$ cat src/rtl/controle_ula.sv
`default_nettype none
// ============================================================================
// Module   : controle_ula
// Purpose  : Sequences one ULA operation per start request, holds operands for
//            LAT_ULA cycles, captures result/flags and latches divide errors.
//            Optional macro ULA_ACUM_EN chains resultado[3:0] into operand A.
// Revision : 1.0 - initial release
// ============================================================================
module controle_ula #(
    parameter int LAT_ULA = 2,
    parameter int CNT_W   = 8
) (
    input  logic             clk,
    input  logic             rst_n,
    input  logic             iniciar,
    input  logic             limpar,
    input  logic [3:0]       A_in,
    input  logic [3:0]       B_in,
    input  logic [2:0]       Sel_in,
    input  logic             usar_acum,
    output logic [3:0]       ula_A,
    output logic [3:0]       ula_B,
    output logic [2:0]       ula_Sel,
    input  logic [7:0]       ula_S,
    input  logic             ula_Z,
    input  logic             ula_OV,
    input  logic             ula_COUT,
    input  logic             ula_ERR,
    output logic [7:0]       resultado,
    output logic             Z,
    output logic             OV,
    output logic             COUT,
    output logic             ERR,
    output logic             pronto,
    output logic             valido,
    output logic [CNT_W-1:0] n_ops
);

    localparam logic [1:0] c_OCIOSO  = 2'd0;
    localparam logic [1:0] c_EXECUTA = 2'd1;
    localparam logic [1:0] c_ERRO    = 2'd2;
    localparam logic [3:0] c_CNT_INI = 4'(LAT_ULA - 1);

    logic [1:0]       state_q, state_d;
    logic [3:0]       cnt_q, cnt_d;
    logic [3:0]       ula_a_q, ula_a_d;
    logic [3:0]       ula_b_q, ula_b_d;
    logic [2:0]       ula_sel_q, ula_sel_d;
    logic [7:0]       res_q, res_d;
    logic             z_q, z_d, ov_q, ov_d, cout_q, cout_d, err_q, err_d;
    logic             valido_q, valido_d;
    logic [CNT_W-1:0] n_ops_q, n_ops_d;
    logic             w_accept, w_capture;
    logic [3:0]       w_a_src;

    assign w_accept  = (state_q == c_OCIOSO)  && iniciar && !limpar;
    assign w_capture = (state_q == c_EXECUTA) && (cnt_q == 4'd0) && !limpar;

`ifdef ULA_ACUM_EN
    assign w_a_src = usar_acum ? res_q[3:0] : A_in;
`else
    logic w_unused_acum;
    assign w_unused_acum = usar_acum;
    assign w_a_src       = A_in;
`endif

    // FSM state register
    always_ff @(posedge clk or negedge rst_n) begin
        if (!rst_n) begin
            state_q <= c_OCIOSO;
        end else begin
            state_q <= state_d;
        end
    end

    // FSM next-state logic
    always_comb begin
        state_d = state_q;
        if (limpar) begin
            state_d = c_OCIOSO;
        end else begin
            case (state_q)
                c_OCIOSO:  if (iniciar) state_d = c_EXECUTA;
                c_EXECUTA: if (cnt_q == 4'd0) state_d = ula_ERR ? c_ERRO : c_OCIOSO;
                c_ERRO:    state_d = c_ERRO;
                default:   state_d = c_OCIOSO;
            endcase
        end
    end

    // FSM outputs
    always_comb begin
        pronto = (state_q == c_OCIOSO);
    end

    // Datapath next values; limpar overrides any capture in flight
    always_comb begin
        cnt_d     = cnt_q;
        ula_a_d   = ula_a_q;
        ula_b_d   = ula_b_q;
        ula_sel_d = ula_sel_q;
        res_d     = res_q;
        z_d       = z_q;
        ov_d      = ov_q;
        cout_d    = cout_q;
        err_d     = err_q;
        n_ops_d   = n_ops_q;
        valido_d  = w_capture;

        if (w_accept) begin
            ula_a_d   = w_a_src;
            ula_b_d   = B_in;
            ula_sel_d = Sel_in;
            cnt_d     = c_CNT_INI;
        end else if ((state_q == c_EXECUTA) && (cnt_q != 4'd0)) begin
            cnt_d = cnt_q - 4'd1;
        end

        if (limpar) begin
            res_d  = 8'd0;
            z_d    = 1'b0;
            ov_d   = 1'b0;
            cout_d = 1'b0;
            err_d  = 1'b0;
        end else if (w_capture) begin
            if (ula_ERR) begin
                res_d  = 8'd0;
                z_d    = 1'b0;
                ov_d   = 1'b0;
                cout_d = 1'b0;
                err_d  = 1'b1;
            end else begin
                res_d   = ula_S;
                z_d     = ula_Z;
                ov_d    = ula_OV;
                cout_d  = ula_COUT;
                err_d   = 1'b0;
                n_ops_d = n_ops_q + 1'b1;
            end
        end
    end

    always_ff @(posedge clk or negedge rst_n) begin
        if (!rst_n) begin
            cnt_q     <= 4'd0;
            ula_a_q   <= 4'd0;
            ula_b_q   <= 4'd0;
            ula_sel_q <= 3'd0;
            res_q     <= 8'd0;
            z_q       <= 1'b0;
            ov_q      <= 1'b0;
            cout_q    <= 1'b0;
            err_q     <= 1'b0;
            valido_q  <= 1'b0;
            n_ops_q   <= '0;
        end else begin
            cnt_q     <= cnt_d;
            ula_a_q   <= ula_a_d;
            ula_b_q   <= ula_b_d;
            ula_sel_q <= ula_sel_d;
            res_q     <= res_d;
            z_q       <= z_d;
            ov_q      <= ov_d;
            cout_q    <= cout_d;
            err_q     <= err_d;
            valido_q  <= valido_d;
            n_ops_q   <= n_ops_d;
        end
    end

    assign ula_A     = ula_a_q;
    assign ula_B     = ula_b_q;
    assign ula_Sel   = ula_sel_q;
    assign resultado = res_q;
    assign Z         = z_q;
    assign OV        = ov_q;
    assign COUT      = cout_q;
    assign ERR       = err_q;
    assign valido    = valido_q;
    assign n_ops     = n_ops_q;

endmodule
`default_nettype wire

$ cat config.mk
export PLATFORM = sky130hd
export DESIGN_NAME = controle_ula
export DESIGN_NICKNAME = d
export VERILOG_FILES = /design/src/rtl/controle_ula.sv
export SDC_FILE = /design/constraint.sdc
export NUM_CORES = 1
export LEC_CHECK = 0
export ABC_AREA = 1
export CORE_MARGIN = 1
export CORE_UTILIZATION = 30
export DETAILED_ROUTE_END_ITERATION = 6
export HOLD_SLACK_MARGIN = 0.03
export RECOVER_POWER = 50
export SYNTH_ARGS = -nofsm -noshare
export SYNTH_HDL_FRONTEND = slang
export SYNTH_SLANG_ARGS = --single-unit
$ cat constraint.sdc
create_clock -name clk -period 1.55 [get_ports clk]
set_input_delay 0.31 -clock clk [delete_from_list [all_inputs] [get_ports clk]]
set_output_delay 0.31 -clock clk [all_outputs]
set_load 0.01 [all_outputs]
==> Changelog: implementation, run 1 <==
### Metrics

- Final slew viol count: 0
- WP buf/inv: 1
- Critical path required time: approximately 1.2 ns
- Hold path startpoint: ERR$_DFFE_PN0P_
- PortBufs: 59
- First-pass GRT wire length: about 6700 um
- Grt ovf: 0
- Most frequent logic cell in the layout: nand2_1
- Clock Latency Late Sink: 0.29 ns
- Final hold violations: 0
- Tool warning count: 28
- Final period util: a little over nine tenths
- CP max FO: 2
- Mapped Nets: roughly 240
- Ys flops: 38
- Synthesized area: 0.001733 mm2
- Unrepaired setup endpoints after global routing: false
- Floorplan-stage core utilization: 31.28%
- Status: finished, final reports clean
- Sequential share of the synthesized area: 54.87%
- R2r startpoint: cnt_q[1]$_DFFE_PN0P_
- Netlist cell types: 24
- Initial antenna violation count: 0
- Final Worst Setup Slack: 0.04118 ns
- Top cells by area: dfrtp_1 55%, nand2_1 20%, inv_1 5.4%
- Drt via density: 4.206
- CP peak stage delay: 0.54 ns
- DRT Pass-1 Iters: 4
- Setup CP Type: reg -> out
- Area growth from synthesis to layout: 48.59%
- CP startpoint kind: register
- Mapped Avg Cell Area: 8.252 um2
- Clock Skews: 0.007521 ns
- Antenna Cells: 0
- Post-DP HPWL: 2655 um
- DRC: 0
- Die Y-Extent: 78 um
- All-layer global routing usage: roughly 14%
- Routed WL: 3756 um
- Pre-CTS setup slack: -0.1595 ns
- CP endpoint kind: output port
- Leak: 1.306 nW
- Post-route cell area: 0.002575 mm2
- Clock tree buffer depth: 2
- Yosys synthesis warning count: 0
- Routability Congestion: around 0.7
- Fillers: 559
- Die width: approximately 78 um
- F_max: 662.8 MHz
- Most numerous logic cells after layout: 93 x nand2_1, 48 x clkdlybuf4s50_1, 36 x dfrtp_1, 25 x inv_1, 15 x o21ai_0
- Final setup viols: 0
- Largest net degree at the start of global routing: 24
- Drt first-iter violations: 42
- Min Tclk post-route: 1.509 ns
- TritonCTS buffer count: 5
- Slew HR: 69.22%
- Reg clk slew, reported paths: approximately 0.07 ns
- Crit path max-delay family: buffers and inverters
- # Cells Yosys: 210
- Nets: ~320
- Crit path cell chain: clkdlybuf4s50_1
- Power Density: 1209 mW/mm2
- Hold Crit Class: reg -> reg
- DIE AREA: 0.006084 mm2
- Cell accounting for the most synthesized area: dfrtp_1
- CTS tree: done
- Yosys stat chip area: around 0.0017 mm2
- Core area: 0.005540 mm2
- CTS H-tree depth: 2
- Syn Inst Count: around 210
- Ports: 61
- IR drop worst, VDD: 0.0006087 V
- Synth top area share: 54.87%
- Dpl cell area: 0.002442 mm2
- Slowest CP cell: clkdlybuf4s50_1
- Clk sinks: 38
- Launch point of the worst path: n_ops[1]$_DFFE_PN0P_
- Core Rows: 27
- Via count: 1510
- Root Driver: clkbuf_8
- Vias in the first global route: roughly 1400
- Layout cells sized above 1: 11.50%
- Detail Route Antenna Nets: 0
- Least-Margin Pin Slew: 0.4617 ns
- Routed len/inst: 10.46 um
- Arrival @ worst endpoint: between 1 and 1.5 ns
- Maxcap violations: 0
run 1: worst reg2reg max path, cell delays in order, from the launching register on:
cell     delay, ns
dfrtp_1       0.39
inv_1         0.08
ha_1          0.16
nand2_2       0.08
nor2_4        0.12
buf_4         0.13
nand2_4       0.09
inv_6         0.16
nand2_1       0.07
nand2_1       0.06
run 1: worst paths after layout:
check,to,slack (ns),cells past startpoint
worst max-delay path,n_ops[1],0.04,1
worst min-delay path,ERR$_DFFE_PN0P_,0.48,2
worst max register to register,n_ops[6]$_DFFE_PN0P_,0.15,9
worst min register to register,ERR$_DFFE_PN0P_,0.48,2
max in group asynchronous,state_q[1]$_DFFE_PN0P_,0.58,3
min in group asynchronous,n_ops[3]$_DFFE_PN0P_,0.50,2
run 1: metrics by stage:
step                utilization (%)  TNS, ns  instances  total power [mW]  hold WS (ns)
floorplan                         -        0        210             1.895       0.01441
global placement              44.08   -1.504        344             2.470        0.2725
detailed placement            44.08   -1.868        344             2.479        0.2751
CTS                           46.70        0        359             3.187        0.4911
global route                  46.48        0        359             3.359        0.5090
finish                        46.48        0        359             3.112        0.4830
run 1: per-layer routing:
metal	part of all wire, %	wire length, um	global-route usage, %
met5	0	0	0
met4	1.7	63	7.222
met3	6.8	255	4.353
met2	46	1733	22.30
met1	45	1703	17.43
run 1: registers in the layout, indices dropped and copies added (netlist names):
signal     cells
COUT           1
ERR            1
OV             1
Z              1
cnt_q          4
n_ops          8
resultado      8
state_q        2
ula_A          4
ula_B          4
ula_Sel        3
valido         1
run 1: kinds of logic (layout without fill, tap and decap cells):
logic type / Yosys count / count (layout) / synth area share, %
simple gates: 119 / 119 / 28.74
buf+inv: 30 / 107 / 7.725
flops: 38 / 38 / 54.87
fa+ha+maj: 3 / 3 / 2.166
xor+xnor: 3 / 3 / 1.517
compound gates: 17 / 17 / 4.982
run 1: cell type report:
class / instances / area [um2] / share of cell area [%]
inverter: 26 / 102.6 / 3.984
timing repair buffer: 74 / 698.2 / 27.11
tap: 72 / 90.09 / 3.499
sequential: 38 / 953.4 / 37.03
multi-input combinational: 142 / 650.6 / 25.27
clock inverter: 1 / 7.507 / 0.2915
clock buffer: 6 / 72.57 / 2.818
run 1: report_power, final:
group	switching (mW)	internal, mW
Sequential	0.132	1.21
Combinational	0.548	0.584
Clock	0.335	0.308
run 1: cells in the mapped netlist, drive strengths merged:
library cell,n
nand2,98
dfrtp,38
inv,26
o21ai,15
nor2,11
nand3,6
buf,3
ha,3
nand4,2
xor2,2
a21oi,1
clkbuf,1
nand3b,1
o22ai,1
or2,1
xnor2,1
run 1: what timing repair did:
action / in CTS / in global routing
setup endpoints to repair: 21 / 9
setup buffers: 7 / 0
resized: 5 / 9
pin swaps: 0 / 0
endpoints found under the hold margin: 15 / 0
hold buffers: 1 / 0
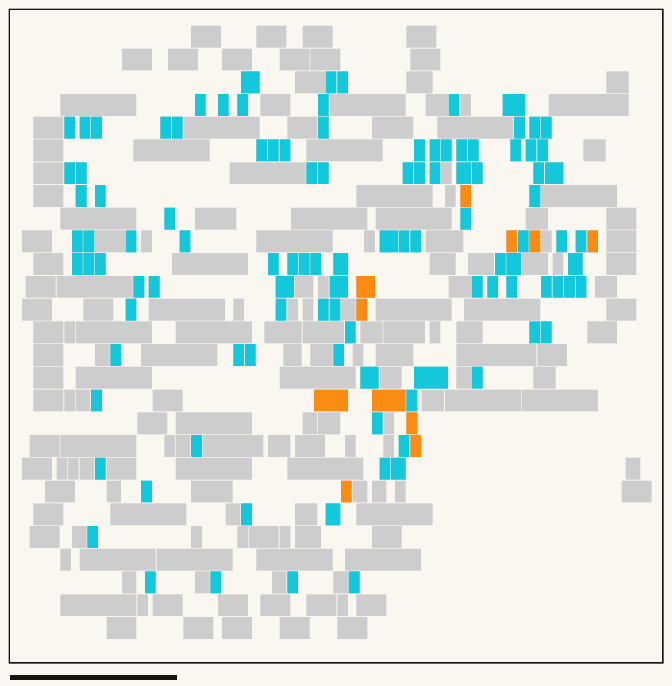
run_1/logic_types.png
Bar = 20 um.
| family | colour | cells |
|---|---|---|
| NAND gates | cyan | 107 |
| NOR gates | orange | 11 |

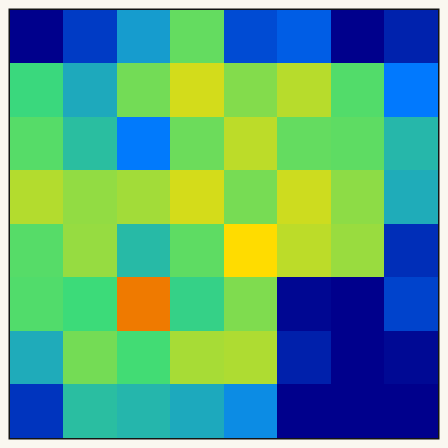
run_1/cell_density.png
8 x 8 tiles, from dark blue (low) to red (high), 0 to 100% covered.
nearly empty tiles: 14%
tiles over 75% full: 1.6%
mean over tiles: 41%

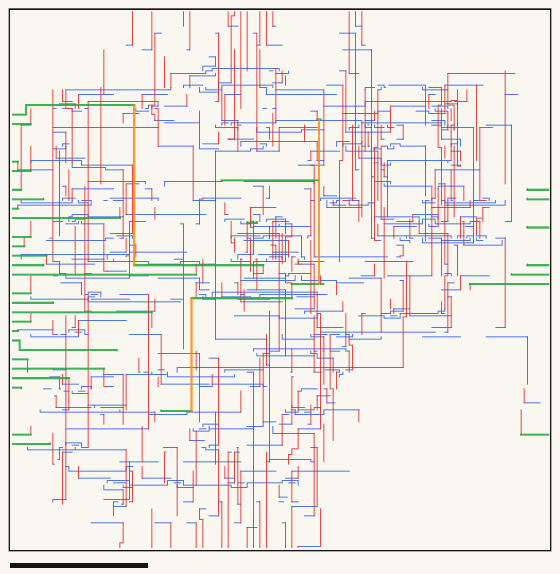
run_1/wires.png
Bar = 20 um.
| layer | colour | wire length |
|---|---|---|
| metal 1 | blue | 1700 um |
| metal 3 | green | 256 um |
| metal 2 | red | 1730 um |
| metal 4 | orange | 63.2 um |

==> run 2: changes to the inputs <==
- CAP_MARGIN: not set -> 10
- SLEW_MARGIN: not set -> 40
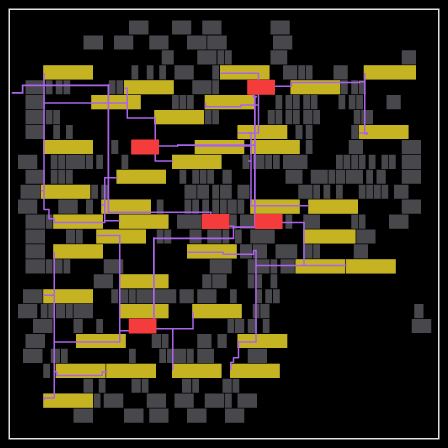
run_2/clk_routes.png
[flip-flops] yellow | count: 38
[clock wires] purple | length: 519 um
[clock drivers] red | count: 5
routed clock nets: 6
flops lie: widely spread
clock network power: 0.643 mW
clock group share of total power: 20.7%
Clock Latency Late Sink: 0.29 ns

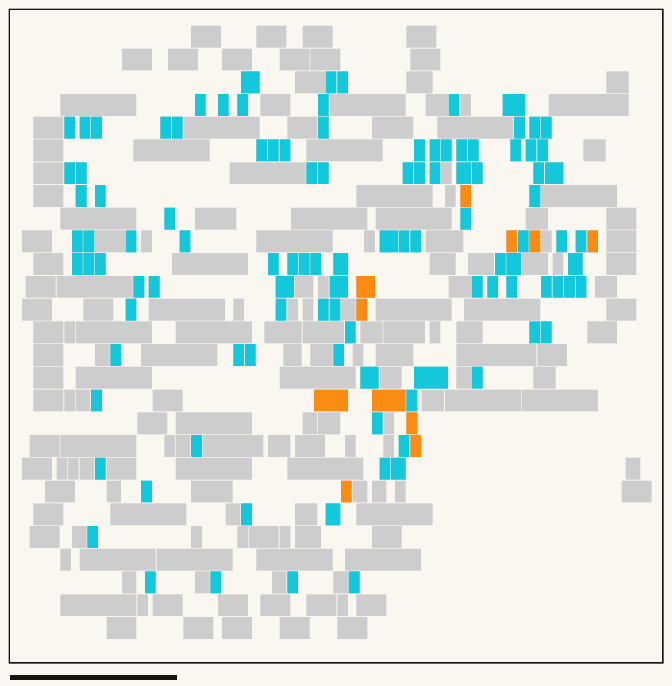
run_2/logic_types.png
Bar = 20 um.
| family | colour | cells |
|---|---|---|
| NAND gates | cyan | 107 |
| NOR gates | orange | 11 |

==> run 2 against run 1 <==
Against the previous run: global-route usage stayed put; clock power about the same; routed wire length is the same; sequential share of layout area is the same; via count unchanged; cell area stayed put; die size unchanged; sequential cell count unchanged; worst setup slack unchanged; highest routed layer unchanged.
==> Changelog: implementation, run 2 <==
### Metrics

- Status: finished, final reports clean (unchanged)
- Grt ovf: 0 (unchanged)
- Synthesized area: 0.001733 mm2 (unchanged)
- Most instantiated library cell after synthesis: nand2_1 (unchanged)
- CTS tree: done (unchanged)
- Yosys synthesis warning count: 0 (unchanged)
- Unrepaired setup endpoints after global routing: false (unchanged)
- CP endpoint kind: output port (unchanged)
- CTS H-tree depth: 2 (unchanged)
- Cell accounting for the most synthesized area: dfrtp_1 (unchanged)
- Detail Route Antenna Nets: 0 (unchanged)
- Clock tree buffer depth: 2 (unchanged)
- Busiest grt layer: met2 (unchanged)
- All-layer global routing usage: 14.16% (unchanged)
- Worst hold path stage count: 2 (unchanged)
- TritonCTS buffer count: 5 (unchanged)
- Die Y-Extent: 78 um (unchanged)
- DRT Pass-1 Iters: 4 (unchanged)
- Floorplan-stage core utilization: 31.28% (unchanged)
- Sequential share of the synthesized area: 54.87% (unchanged)
- CP startpoint kind: register (unchanged)
- Drt first-iter violations: 42 (unchanged)
- Reg clk slew, reported paths: 0.07 ns (about the same)
- Core area: 0.005540 mm2 (unchanged)
- Final Instance Count excl. Fillers: 359 (unchanged)
- Critical path required time: 1.24 ns (about the same)
- Crit path max-delay family: buffers and inverters (unchanged)
- Final slew viol count: 0 (unchanged)
- CP peak stage delay: 0.54 ns (about the same)
- Routed len/inst: 10.46 um (unchanged)
- Arrival @ worst endpoint: 1.20 ns (about the same)
- WP depth: 1 (unchanged)
- Post-DP HPWL: 2655 um (unchanged)
- R2r startpoint: cnt_q[1]$_DFFE_PN0P_ (unchanged)
- Crit path to: n_ops[1] (unchanged)
- Most used flip-flop cell: dfrtp_1 (unchanged)
- First-pass GRT wire length: 6651 um (unchanged)
- Total power: 3.112 mW (unchanged)
- DIE AREA: 0.006084 mm2 (unchanged)
- F_max: 662.8 MHz (unchanged)
- Routability Congestion: 0.6992 (unchanged)
- WHS: 0.4830 ns (unchanged)
- Final setup viols: 0 (unchanged)
- Most common library cells after synthesis: 93 x nand2_1, 38 x dfrtp_1, 25 x inv_1, 15 x o21ai_0, 9 x nor2_1 (unchanged)
- PortBufs: 59 (unchanged)
- Antenna Cells: 0 (unchanged)
- Core Rows: 27 (unchanged)
- Nets: 318 (unchanged)
- Synth top area share: 54.87% (unchanged)
- Die width: 78 um (unchanged)
- Reg2reg end: n_ops[6]$_DFFE_PN0P_ (unchanged)
- IR drop worst, VDD: 0.0006087 V (unchanged)
- Vias in the first global route: 1443 (unchanged)
- Yosys stat chip area: 0.001733 mm2 (unchanged)
- Crit path cell chain: clkdlybuf4s50_1 (unchanged)
- Async S/R FF share, synth: 100.0% (unchanged)
- Number of enable flip-flop cells: 0 (unchanged)
- Routed WL: 3756 um (unchanged)
- Launch point of the worst path: n_ops[1]$_DFFE_PN0P_ (unchanged)
- Netlist cell types: 24 (unchanged)
- Clock Skews: 0.007521 ns (unchanged)
- Min Tclk post-route: 1.509 ns (unchanged)
- # Cells Yosys: 210 (unchanged)
- Area growth from synthesis to layout: 48.59% (unchanged)
- Hold Crit Class: reg -> reg (unchanged)
- DRC: 0 (unchanged)
- Drt via density: 4.206 (unchanged)
- Met3 GRT Util: 4.353% (unchanged)
- Tool warning count: 28 (unchanged)
- Mapped Avg Cell Area: 8.252 um2 (unchanged)
- Top cells by area: dfrtp_1 55%, nand2_1 20%, inv_1 5.4% (unchanged)
- Initial antenna violation count: 0 (unchanged)
- Placed Cells: 344 (unchanged)
- Most numerous logic cells after layout: 93 x nand2_1, 48 x clkdlybuf4s50_1, 36 x dfrtp_1, 25 x inv_1, 15 x o21ai_0 (unchanged)
- R2R Setup Slk: 0.15 ns (about the same)
- Clk sinks: 38 (unchanged)
- Final hold violations: 0 (unchanged)
- Global routing usage on met2: 22.30% (unchanged)
- Setup CP Type: reg -> out (unchanged)
- WP buf/inv: 1 (unchanged)
[run 2: cell counts after synthesis]
No cell type changed its count.
[run 2: cells by family (layout without fill, tap and decap cells)]
kind of cell / after synthesis / after routing / synth area share, %
and+or+nand+nor: 119 / 119 / 28.74
DFF: 38 / 38 / 54.87
buffers and inverters: 30 / 107 / 7.725
AOI/OAI and AO/OA: 17 / 17 / 4.982
adders and majority gates: 3 / 3 / 2.166
xor gates and xnor gates: 3 / 3 / 1.517
[run 2: worst min-delay path by stage]
stage / startpoint / end / slack [ns]
3_5_place_dp: rst_n / n_ops[6]$_DFFE_PN0P_ / 0.28
2_1_floorplan: rst_n / COUT$_DFFE_PN0P_ / 0.01
4_1_cts: rst_n / n_ops[4]$_DFFE_PN0P_ / 0.49
5_1_grt: ula_Sel[1]$_DFFE_PN0P_ / ula_Sel[1]$_DFFE_PN0P_ / 0.51
6_report: ERR$_DFFE_PN0P_ / ERR$_DFFE_PN0P_ / 0.48
3_3_place_gp: rst_n / valido$_DFF_PN0_ / 0.27
[run 2: through the flow]
stage | setup WS, ns | cell area [um2]
2_1_floorplan | 0.2824 | 1733
3_3_place_gp | -0.1266 | 2442
3_5_place_dp | -0.1595 | 2442
4_1_cts | 0.01884 | 2587
5_1_grt | 0.0007410 | 2575
6_report | 0.04118 | 2575
[run 2: cell type report]
cell class | count | area, um2
clock buffers | 6 | 72.57
fillers | 559 | 2965
flip-flops and latches | 38 | 953.4
inverters | 26 | 102.6
repair buffers | 74 | 698.2
well taps | 72 | 90.09
clock inverters | 1 | 7.507
multi-input cells | 142 | 650.6
[run 2: what timing repair did]
action | CTS | global route
gates resized | 5 | 9
hold buffers | 1 | 0
hold endpoints to repair | 15 | 0
buffers inserted | 7 | 0
cloned | 0 | 0
setup endpoints to repair | 21 | 9
[run 2: report_power, final]
part,switching (mW),internal [mW]
sequential,0.132,1.21
combinational,0.548,0.584
clock,0.335,0.308
total,1.01,2.10
[run 2: metal layers]
layer	vias up	routed length, um
met5	-	0
met4	0	63
met3	7	255
met2	40	1733
met1	674	1703
li1	789	-
==> run 3: changes to the inputs <==
- MAX_ROUTING_LAYER: not set -> met4
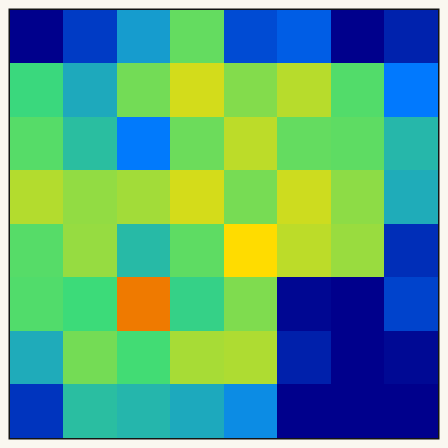
run_3/cell_density.png
8 x 8 tiles, from dark blue (low) to red (high), 0 to 100% covered.
mean over tiles: 41%
fullest tile: 86%
nearly empty tiles: 14%
emptiest ninth of the die: south-east

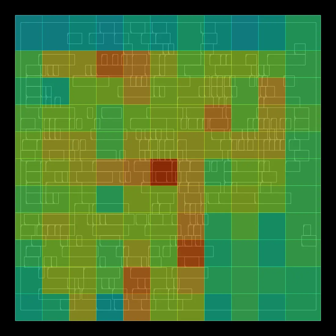
run_3/congestion.png
met3 GRT Util: 4.706%
final core occ: 46.48%

==> run 3 against run 2 <==
Against the previous run: clock-buffer cell count did not move; first-iteration DRC count fell by 7.1%; non-clock buffer count did not move; routed wire length barely moved; final cell count did not move; sequential share of layout area did not move; highest routed layer unchanged; total power barely moved; clock skew fell by 0.00054 ns.
==> Changelog: implementation, run 3 <==
### Metrics

- First-pass GRT wire length: 6658 um (was 6651 um)
- Die width: 78 um (unchanged)
- Mapped Nets: 241 (unchanged)
- Routed len/inst: 10.46 um (about the same)
- Most used flip-flop cell: dfrtp_1 (unchanged)
- Fillers: 559 (unchanged)
- Post-route cell area: 0.002575 mm2 (unchanged)
- Vias in the first global route: 1443 (unchanged)
- Most common library cells after synthesis: 93 x nand2_1, 38 x dfrtp_1, 25 x inv_1, 15 x o21ai_0, 9 x nor2_1 (unchanged)
- R2R depth: 9 (unchanged)
- Yosys synthesis warning count: 0 (unchanged)
- Yosys stat chip area: 0.001733 mm2 (unchanged)
- Reg clk slew, reported paths: 0.07 ns (about the same)
- Netlist cell types: 24 (unchanged)
- Number of enable flip-flop cells: 0 (unchanged)
- Unrepaired setup endpoints after global routing: false (unchanged)
- Ys flops: 38 (unchanged)
- Combinational power share: 36.4% (about the same)
- TritonCTS buffer count: 5 (unchanged)
- Layout cells sized above 1: 11.50% (unchanged)
- M1 GR Usage: 17.87% (was 17.43%)
- DRC: 0 (unchanged)
- Top cells by area: dfrtp_1 55%, nand2_1 20%, inv_1 5.4% (unchanged)
- Clk sinks: 38 (unchanged)
- Hold EP: ERR$_DFFE_PN0P_ (unchanged)
- Dpl cell area: 0.002442 mm2 (unchanged)
- CTS tree: done (unchanged)
- Area growth from synthesis to layout: 48.59% (unchanged)
- Critical path required time: 1.24 ns (about the same)
- Mapped Avg Cell Area: 8.252 um2 (unchanged)
- Final period util: 97.25% (was 97.34%)
- Slowest CP cell: clkdlybuf4s50_1 (unchanged)
- Most numerous logic cells after layout: 93 x nand2_1, 47 x clkdlybuf4s50_1, 36 x dfrtp_1, 25 x inv_1, 15 x o21ai_0 (was 93 x nand2_1, 48 x clkdlybuf4s50_1, 36 x dfrtp_1, 25 x inv_1, 15 x o21ai_0)
- Setup TNS: 0 ns (unchanged)
- Final slew viol count: 0 (unchanged)
- IR drop worst, VDD: 0.0006081 V (was 0.0006087 V)
- DIE AREA: 0.006084 mm2 (unchanged)
- Die Y-Extent: 78 um (unchanged)
- Detail Route Antenna Nets: 0 (unchanged)
- Tool warning count: 28 (unchanged)
- Pint: 2.098 mW (about the same)
- Power Density: 1208 mW/mm2 (was 1209 mW/mm2)
- CTS H-tree depth: 2 (unchanged)
- Routed WL: 3754 um (was 3756 um)
- F_max: 663.4 MHz (was 662.8 MHz)
- Synth top area share: 54.87% (unchanged)
- Syn Inst Count: 210 (unchanged)
- Global routing usage on met2: 22.30% (unchanged)
- Grt ovf: 0 (unchanged)
- Arrival @ worst endpoint: 1.20 ns (about the same)
- Drt via density: 4.203 (was 4.206)
- WP depth: 1 (unchanged)
- Cell accounting for the most synthesized area: dfrtp_1 (unchanged)
- Flop pwr share: 43.0% (about the same)
- Hold path startpoint: ERR$_DFFE_PN0P_ (unchanged)
- Routability Congestion: 0.7068 (was 0.6992)
- Core Rows: 27 (unchanged)
- Floorplan-stage core utilization: 31.28% (unchanged)
- Switching part of the total: 32.57% (was 32.58%)
- Final setup viols: 0 (unchanged)
- WP buf/inv: 1 (unchanged)
- DRT Pass-1 Iters: 4 (unchanged)
- Clock group share of total power: 20.6% (was 20.7%)
- Root Driver: clkbuf_8 (unchanged)
- Final hold violations: 0 (unchanged)
- Busiest grt layer: met2 (unchanged)
- Sequential share of the synthesized area: 54.87% (unchanged)
- Most instantiated library cell after synthesis: nand2_1 (unchanged)
- Crit path max-delay family: buffers and inverters (unchanged)
- R2R Setup Slk: 0.15 ns (about the same)
- PortBufs: 59 (unchanged)
- Least-Margin Pin Slew: 0.4607 ns (was 0.4617 ns)
- Maxcap violations: 0 (unchanged)
- Largest net degree at the start of global routing: 24 (unchanged)
- Async S/R FF share, synth: 100.0% (unchanged)
- CP endpoint kind: output port (unchanged)
- Min Tclk post-route: 1.507 ns (was 1.509 ns)
- Ports: 61 (unchanged)
- Post-DP HPWL: 2655 um (unchanged)
- Reg2reg end: n_ops[6]$_DFFE_PN0P_ (unchanged)
- Initial antenna violation count: 0 (unchanged)
- Nets: 318 (unchanged)
- Core area: 0.005540 mm2 (unchanged)
- Slew HR: 69.29% (was 69.22%)
- Crit path cell chain: clkdlybuf4s50_1 (unchanged)
- Hold Crit Class: reg -> reg (unchanged)
- Status: finished, final reports clean (unchanged)
- Worst hold path stage count: 2 (unchanged)
- Most frequent logic cell in the layout: nand2_1 (unchanged)
- CP peak stage delay: 0.54 ns (about the same)
- R2r startpoint: cnt_q[1]$_DFFE_PN0P_ (unchanged)
- Via count: 1509 (was 1510)
- Clock Skews: 0.006982 ns (was 0.007521 ns)
- Synthesized area: 0.001733 mm2 (unchanged)
- # Cells Yosys: 210 (unchanged)
- Leak: 1.305 nW (was 1.306 nW)
- Clock tree buffer depth: 2 (unchanged)
- All-layer global routing usage: 14.64% (was 14.16%)
- Clock Latency Late Sink: 0.29 ns (about the same)
- Antenna Cells: 0 (unchanged)
==> run 3: cell counts after synthesis <==
Identical to the previous run, type by type.
==> run 3: power by group through the flow <==
stage	Clock, mW	Combinational (mW)	Sequential (mW)
floorplan	0	0.466	1.43
global route	0.724	1.27	1.37
detailed placement	0	1.11	1.37
CTS	0.678	1.17	1.34
finish	0.641	1.13	1.34
global placement	0	1.09	1.38
==> run 3: layer usage <==
metal / vias up / share of wire (%)
met1: 674 / 46
met3: 6 / 5.9
met4: 0 / 1.7
met2: 40 / 46
met5: - / 0
li1: 789 / -
==> run 3: stage by stage <==
step	std cells	power, mW	hold slack (ns)	setup slack (ns)
floorplan	210	1.895	0.01441	0.2824
global placement	344	2.470	0.2725	-0.1266
detailed placement	344	2.479	0.2751	-0.1595
CTS	359	3.187	0.4911	0.01884
global route	359	3.363	0.5090	0.0008971
finish	359	3.111	0.4828	0.04262
==> run 3: how the worst max path moves through the flow <==
stage / from / to / slack, ns
3_3_place_gp: limpar / COUT$_DFFE_PN0P_ / -0.13
3_5_place_dp: limpar / resultado[2]$_DFFE_PN0P_ / -0.16
6_report: n_ops[1]$_DFFE_PN0P_ / n_ops[1] / 0.04
4_1_cts: ula_A[2]$_DFFE_PN0P_ / ula_A[2] / 0.02
5_1_grt: n_ops[1]$_DFFE_PN0P_ / n_ops[1] / 0.0009
2_1_floorplan: cnt_q[0]$_DFFE_PN0P_ / COUT$_DFFE_PN0P_ / 0.28
==> run 3: area by class of cell <==
cell class                 count  area, um2  area share (%)
multi-input combinational    142      650.6           25.27
inverter                      26      102.6           3.984
sequential                    38      953.4           37.03
clock buffer                   6      72.57           2.818
clock inverter                 1      7.507          0.2915
timing repair buffer          74      698.2           27.11
tap                           72      90.09           3.499
==> run 3: timing repair <==
item                                    4_1_cts  5_1_grt
pin swaps                                     0        0
endpoints found under the setup margin       21       10
gates resized                                 5       10
hold buffers                                  1        0
setup buffers                                 7        0
endpoints found under the hold margin        15        0
==> run 3: cells by family after synthesis <==
kind of cell / synth area share (%)
adders and majority gates: 2.166
and+or+nand+nor: 28.74
xor gates and xnor gates: 1.517
DFF: 54.87
AOI/OAI and AO/OA: 4.982
buffers and inverters: 7.725
Power is estimated from default activity; no workload was simulated.
